**Run 1: routing congestion map**

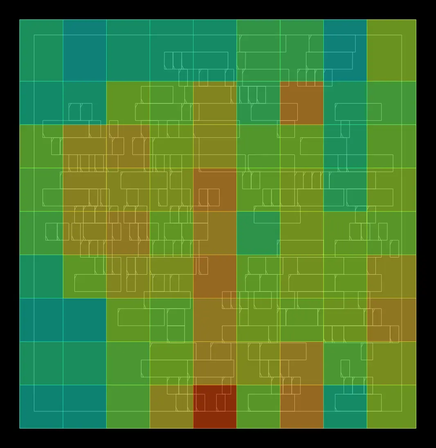
**Run 1: M2 wires**

Drawn at 4 px/um.
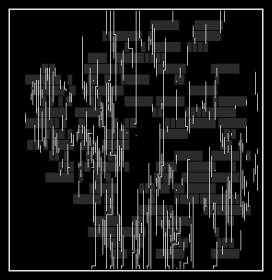
**Run 1: sizing map**

Drawn at 8 px/um.
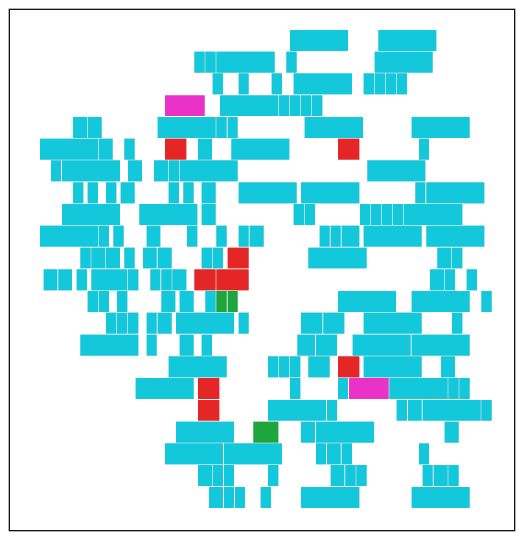
==> config.mk <==
export PLATFORM = sky130hd
export DESIGN_NAME = hnf_tag_sram_ctl
export DESIGN_NICKNAME = d
export VERILOG_FILES = /design/src/rtl/hnf_tag_sram_ctl.sv
export SDC_FILE = /design/constraint.sdc
export NUM_CORES = 1
export LEC_CHECK = 0
export ABC_AREA = 1
export CAP_MARGIN = 20
export CORE_AREA = 2 2 61 63
export DETAILED_ROUTE_END_ITERATION = 8
export DIE_AREA = 0 0 63 65
export DONT_BUFFER_PORTS = 1
export HOLD_SLACK_MARGIN = 0.02
export SLEW_MARGIN = 15
export SYNTH_ARGS = -nofsm -noshare
export SYNTH_HDL_FRONTEND = slang
export SYNTH_SLANG_ARGS = --single-unit
==> constraint.sdc <==
create_clock -name clk -period 1.9 [get_ports clk]
set_input_delay 0.38 -clock clk [delete_from_list [all_inputs] [get_ports clk]]
set_output_delay 0.38 -clock clk [all_outputs]
set_load 0.02 [all_outputs]
==> changes_impl.md, run 1 <==
### Metrics

* Root Driver: clkbuf_4
* WP depth at 1
* Synth Seq Share at 0.585
* Clock power frac at 0.316
* Die Wd at 63 um
* CTS Sinks at 43
* RSZ-0062 raised after global routing: false
* FF-to-FF setup slack at 0.79 ns
* Vias in the first global route at 1,046
* First-pass GRT wire length at 4630 um
* Worst Hold Class: in2reg
* Critical path's slowest cell: dfxtp_1
* Post-CTS Setup Bufs at 0
* Sequential cell power at 985 uW
* Routed vias/inst at 4.63
* Syn avg cell area at 8.17 um^2
* Max Root-Sink Buffers at 2
* Synth flops at 43
* Slew Viols, Final at 0
* Fin crit period at 1.37 ns
* Setup violations, final at 0
* Top cells by area: dfxtp_1 (59%), nand2_1 (9.7%), inv_1 (6.6%), nand3_1 (5.8%), nor2_1 (5.6%)
* Gr ovfl total at 0
* Critical path capture point type: output port
* Initial Utilization at 0.421
* Max VDD drop at 0.000429 V
* Util after Layout at 0.450
* Unique cell types at 19
* Cycle use final at 0.720
* Crit path max-delay family: flip-flops
* Placer Congestion at 0.719
* Switching part of the total at 0.232
* Top Consumer: sequential cells
* Worst-path cell chain: buf_4
* Clk. pwr at 485 uW
* Fmax at 731 MHz
* Fillers at 376
* Combinational Power Share at 0.041
* Core box area at 0.00350 mm^2
* Syn nets at 206
* TritonCTS clock tree: built
* Crit path kind: reg2out
* Reg power frac at 0.643
* Post-synth EDFFs at 0
* Area leader share at 0.585
* Mapped Cells at 180
* Synth top cells by count: dfxtp_1 (43), nand2_1 (38), inv_1 (26)
* Worst-margin pin slew at 0.317 ns
* Drt drc at 0
* Layout Nets at 207
* Post-route ant nets at 0
* Share of cells above drive strength 1 at 0.0714
* Max-cap viol count at 0
* Most numerous cell in the Yosys netlist: dfxtp_1
* CP Launch Type: register
* P_sw at 355 uW
* Worst EP arrival at 0.99 ns
* Row count at 22
* Combinational Power at 63.0 uW
* Initial drt markers at 45
* Initial antenna violation count at 0
* Placed instance count at 222
* Status: completed
* Ys Warns at 0
* Tool warning count at 27
* Cells resized by post-CTS repair at 0
* Number of cells in Yosys stat at 180
* PwrDens at 975 mW/mm^2
* DP Wirelength at 1990 um
* Dpl cell area at 0.00150 mm^2
* H-tree levels at 2
* Clock latency on the worst-skew pair at 0.34 ns
* DRT Pass-1 Iters at 4
* CP max stage delay at 0.42 ns
* Internal power at 1.18 mW
* Relative slew slack at 0.789
* Place WS at 0.798 ns
* Hold path depth at 1
* Critical path fanouts, max at 11
* CP Data Required Time at 1.52 ns
* Fin cells at 230
* Inserted Clock Buffers at 5
* Overall routing resource usage at 0.149
* Commonest register cell after synthesis: dfxtp_1
* Setup total negative slack at 0 ns
* Hold Buf Count CTS at 0
* Clock transition at the registers of the reported paths at 0.12 ns
* Antenna diodes at 0
* Top Ports at 54
* Worst Clk Skew at 0.00727 ns
* Crit path buffers/inverters at 1
* Synth area leader: dfxtp_1
* Ys async rst share at 0
* Synthesized cell area at 0.00147 mm^2
* YS chip area at 0.00147 mm^2
* P_leak at 0.701 nW
* Number of port buffers at 0
* Chip Area at 0.00410 mm^2
* Max reg flops at 12
* Final Hold Violating Endpoints at 0
* Largest net degree at the start of global routing at 33
* R2R cell count at 4
* Die height at 65 um
About 'routing congestion map':
met2 global-route usage: 0.265
GR peak layer: met2
met1 Use GR: 0.145
Avg WL per Cell: 11.8 um

About 'M2 wires':
159 nets have wire on it. The longest straight run is 28.2 um. The wires run mostly vertical.
Via Count: 1,066
DRT Wirelength: 2710 um

About 'sizing map':
Key: _6 and larger = magenta [cells 2, share 1.1%]; _0 and _1 cells = cyan [cells 169, share 93%]; _2 cells = green [cells 3, share 1.6%]; _3 and _4 cells = red [cells 8, share 4.4%]
Area Growth Syn to Fin: 6.80%
count of plain and timing-repair buffers: 1
fin area: 0.00157 mm^2
Worst Slack Setup Final: 0.532 ns

-- run 1: metrics by stage --
stage	hold slack (ns)	power, mW
final	0.0937	1.53
after global routing	0.0441	1.62
after CTS	0.0695	1.56
after detailed placement	0.392	1.07
after global placement	0.390	1.07
after floorplan	0.388	1.07
-- run 1: metal layers --
layer	vias to the layer above	share of wire	track usage
li1	558	-	-
met1	472	0.41	0.145
met2	31	0.49	0.265
met3	5	0.075	0.0729
met4	0	0.018	0.0667
met5	-	0	0
-- run 1: cells in the final DEF, fill, tap and decap left out --
master and count:
dfxtp_1 43, nand3_1 17, a21oi_2 1, nor2_4 1
clkinvlp_4 1, clkbuf_4 5, nand4_1 1, nor2b_1 1
inv_1 26, a21oi_1 15, o21ai_0 1, ha_1 1
buf_4 1, inv_2 2, clkbuf_8 2, nor2_1 22
nand2_1 38, o31ai_1 4
-- run 1: final cells by class --
cell class / count / area, um^2 / share of cell area
Clock buffer: 7 / 65.1 / 0.0414
Sequential cell: 43 / 861 / 0.548
Multi-Input combinational cell: 102 / 465 / 0.296
Clock inverter: 1 / 7.51 / 0.00478
Timing Repair Buffer: 1 / 7.51 / 0.00478
Inverter: 28 / 105 / 0.0669
Tap cell: 48 / 60.1 / 0.0382
-- run 1: kinds of logic (layout without fill, tap and decap cells) --
family | after synthesis | after routing | share of synthesized area
and+or+nand+nor | 80 | 80 | 0.227
DFF | 43 | 43 | 0.585
AOI/OAI and AO/OA | 21 | 21 | 0.0808
buffers and inverters | 35 | 37 | 0.0986
adders and majority gates | 1 | 1 | 0.00850
**Run 1: metal 3**

Drawn at 4 px/um.
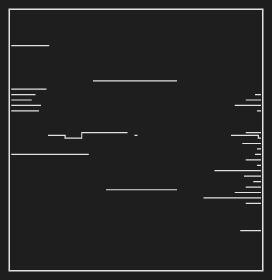

--- run 2 (diff from run 1) ---
==> constraint.sdc (replaced) <==
create_clock -name clk -period 1.2 [get_ports clk]
set_input_delay 0.24 -clock clk [delete_from_list [all_inputs] [get_ports clk]]
set_output_delay 0.24 -clock clk [all_outputs]
set_load 0.02 [all_outputs]
**Run 2: metal 3**

Drawn at 4 px/um.
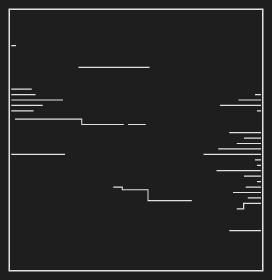
27 nets have wire on it. The wires run mostly horizontal. The layer carries 227 um of wire. The longest straight run is 17.5 um.
DRT Wirelength: 2890 um
met3 Usage GRT: 0.0677
Via Count: 1,133

==> changes_impl.md, run 2 <==
### Metrics

* Hold_ws at 0.0376 ns (-0.0561 ns)
* P_leak at 0.822 nW (+17%)
* Row count at 22 (unchanged)
* H-tree levels at 2 (unchanged)
* Simple share at 0.227 (unchanged)
* Synth Seq Share at 0.585 (unchanged)
* WP depth at 1 (unchanged)
* Post-CTS Setup Bufs at 0 (unchanged)
* Worst Slack Setup Final at 0.0690 ns (-0.463 ns)
* Place WS at 0.108 ns (-0.690 ns)
* Number of cells in Yosys stat at 180 (unchanged)
* Worst-path cell chain: buf_6
* Die height at 65 um (unchanged)
* Syn nets at 206 (unchanged)
* Area leader share at 0.585 (unchanged)
* Final Hold Violating Endpoints at 0 (unchanged)
* Crit path max-delay family: flip-flops
* Initial Utilization at 0.421 (unchanged)
* Ys Warns at 0 (unchanged)
* Dominant logic cell type in the layout: dfxtp_1
* Clock transition at the registers of the reported paths at 0.11 ns (about the same)
* Worst Hold Class: in2reg
* Cycle use final at 0.943
* First-pass GRT wire length at 4970 um (+7.5%)
* Setup violations, final at 0 (unchanged)
* Crit path kind: reg2out
* Post-route ant nets at 0 (unchanged)
* Number of port buffers at 0 (unchanged)
* Relative slew slack at 0.552 (-0.236)
* Synth mux share at 0 (unchanged)
* Critical path fanouts, max at 11 (unchanged)
* FF-to-FF setup slack at 0.15 ns (-0.64 ns)
* PwrDens at 1490 mW/mm^2 (+52%)
* Syn avg cell area at 8.17 um^2 (unchanged)
* Fin cells at 247 (+7.4%)
* Most numerous cell in the Yosys netlist: dfxtp_1
* Area Growth Syn to Fin at 20.0%
* Clock latency on the worst-skew pair at 0.34 ns (about the same)
* Sequential Area at 865 um^2 (+0.44%)
* YS chip area at 0.00147 mm^2 (unchanged)
* Ys async rst share at 0 (unchanged)
* Crit path buffers/inverters at 1 (unchanged)
* Worst-margin pin slew at 0.671 ns (+0.355 ns)
* Routed vias/inst at 4.59 (-1.0%)
* Top cells by area: dfxtp_1 (59%), nand2_1 (9.7%), inv_1 (6.6%), nand3_1 (5.8%), nor2_1 (5.6%)
* Core box area at 0.00350 mm^2 (unchanged)
* Tot Pwr at 2.63 mW (+71%)
* Overall routing resource usage at 0.159 (+0.0107)
* R2R cell count at 3 (-1)
* Compound Share, Synth at 0.0808 (unchanged)
* Initial drt markers at 26 (-42%)
* Layout Nets at 224 (+8.2%)
* Vias in the first global route at 1,142 (+9.2%)
* Comb area at 465 um^2 (unchanged)
* Dpl cell area at 0.00150 mm^2 (unchanged)
* Hold path depth at 2 (+1)
* TritonCTS clock tree: built
* Unique cell types at 19 (unchanged)
* Synthesized cell area at 0.00147 mm^2 (unchanged)
* Synth area leader: dfxtp_1
* Largest net degree at the start of global routing at 19 (-42%)
* Antenna diodes at 0 (unchanged)
* Synth top cells by count: dfxtp_1 (43), nand2_1 (38), inv_1 (26)
* Commonest register cell after synthesis: dfxtp_1
* Status: completed
* CP Data Required Time at 0.96 ns (-0.56 ns)
* Critical path capture point type: output port
* Max Root-Sink Buffers at 2 (unchanged)
* Slew Viols, Final at 0 (unchanged)
* DRT Pass-1 Iters at 2 (-2)
* Placed instance count at 222 (unchanged)
* Max-cap viol count at 0 (unchanged)
* Max reg flops at 12 (unchanged)
* Fmax at 884 MHz
* Util after Layout at 0.505 (+0.0555)
* Initial antenna violation count at 0 (unchanged)
* Comb area leader: simple AND/OR/NAND/NOR gates
* Top Ports at 54 (unchanged)
* Chip Area at 0.00410 mm^2 (unchanged)
* Fin area at 0.00177 mm^2 (+12%)
* RSZ-0062 raised after global routing: false
* Post-Synth Adder-Cell Area at 0.00850 (unchanged)
* Placer Congestion at 0.722 (+0.42%)
* Tool warning count at 27 (unchanged)
* DP Wirelength at 1970 um (-1.1%)
* Inserted Clock Buffers at 5 (unchanged)
* Drt drc at 0 (unchanged)
* Fin crit period at 1.13 ns
* Post-synth EDFFs at 0 (unchanged)
* Top Layout Cells: dfxtp_1 (42), nand2_1 (38), inv_1 (26), nor2_1 (22), nand3_1 (17)
* Setup total negative slack at 0 ns (unchanged)
* Mapped Cells at 180 (unchanged)
* Max VDD drop at 0.000874 V (+100%)
* Xor/xnor share at 0 (unchanged)
* Worst Clk Skew at 0.00515 ns (-0.00212 ns)
* Worst EP arrival at 0.89 ns (-0.10 ns)
* Synth flops at 43 (unchanged)
* CTS Sinks at 43 (unchanged)
* Root Driver: clkbuf_4
* CP Launch Type: register
* Critical path's slowest cell: dfxtp_4
* CP max stage delay at 0.39 ns (-0.03 ns)
* Fillers at 359 (-4.5%)
* Avg WL per Cell at 11.7 um (-0.56%)
* Die Wd at 63 um (unchanged)
* Gr ovfl total at 0 (unchanged)
* Share of cells above drive strength 1 at 0.0704 (-0.00108)
-- run 2: final cells by class --
cell class	count	area share
multi-input combinational	102	0.264
sequential	43	0.490
clock buffer	6	0.0291
tap	48	0.0340
timing repair buffer	18	0.104
inverter	28	0.0595
clock inverter	2	0.0198
-- run 2: timing repair --
| action | in CTS | in global routing |
|---|---|---|
| setup endpoints to repair | 1 | 5 |
| pin swaps | 0 | 0 |
| hold endpoints to repair | 31 | 1 |
| resized | 2 | 2 |
| hold buffers | 16 | 1 |
-- run 2: metal layers --
metal	track usage	wire length, um	vias to the layer above
li1	-	-	588
met3	0.0677	227	2
met5	0	0	-
met4	0.0667	18	0
met2	0.293	1490	33
met1	0.156	1160	510
-- run 2: logic make-up after synthesis --
family,after synthesis
adders and majority gates,1
AOI/OAI and AO/OA,21
and+or+nand+nor,80
DFF,43
buffers and inverters,35
-- run 2: report_power, final --
group	switching (mW)	internal (mW)	leakage, nW	total, mW
clock network	0.435	0.492	0.0482	0.928
registers	0.0789	1.48	0.353	1.56
logic	0.0739	0.0659	0.421	0.140
-- run 2: worst register-to-register path, stage by stage, from the launching register on --
cell           delay [ns]
dfxtp_1              0.33
inv_1                0.04
nor2_1               0.08
dlygate4sd3_1        0.55
Power is estimated from default activity; no workload was simulated.
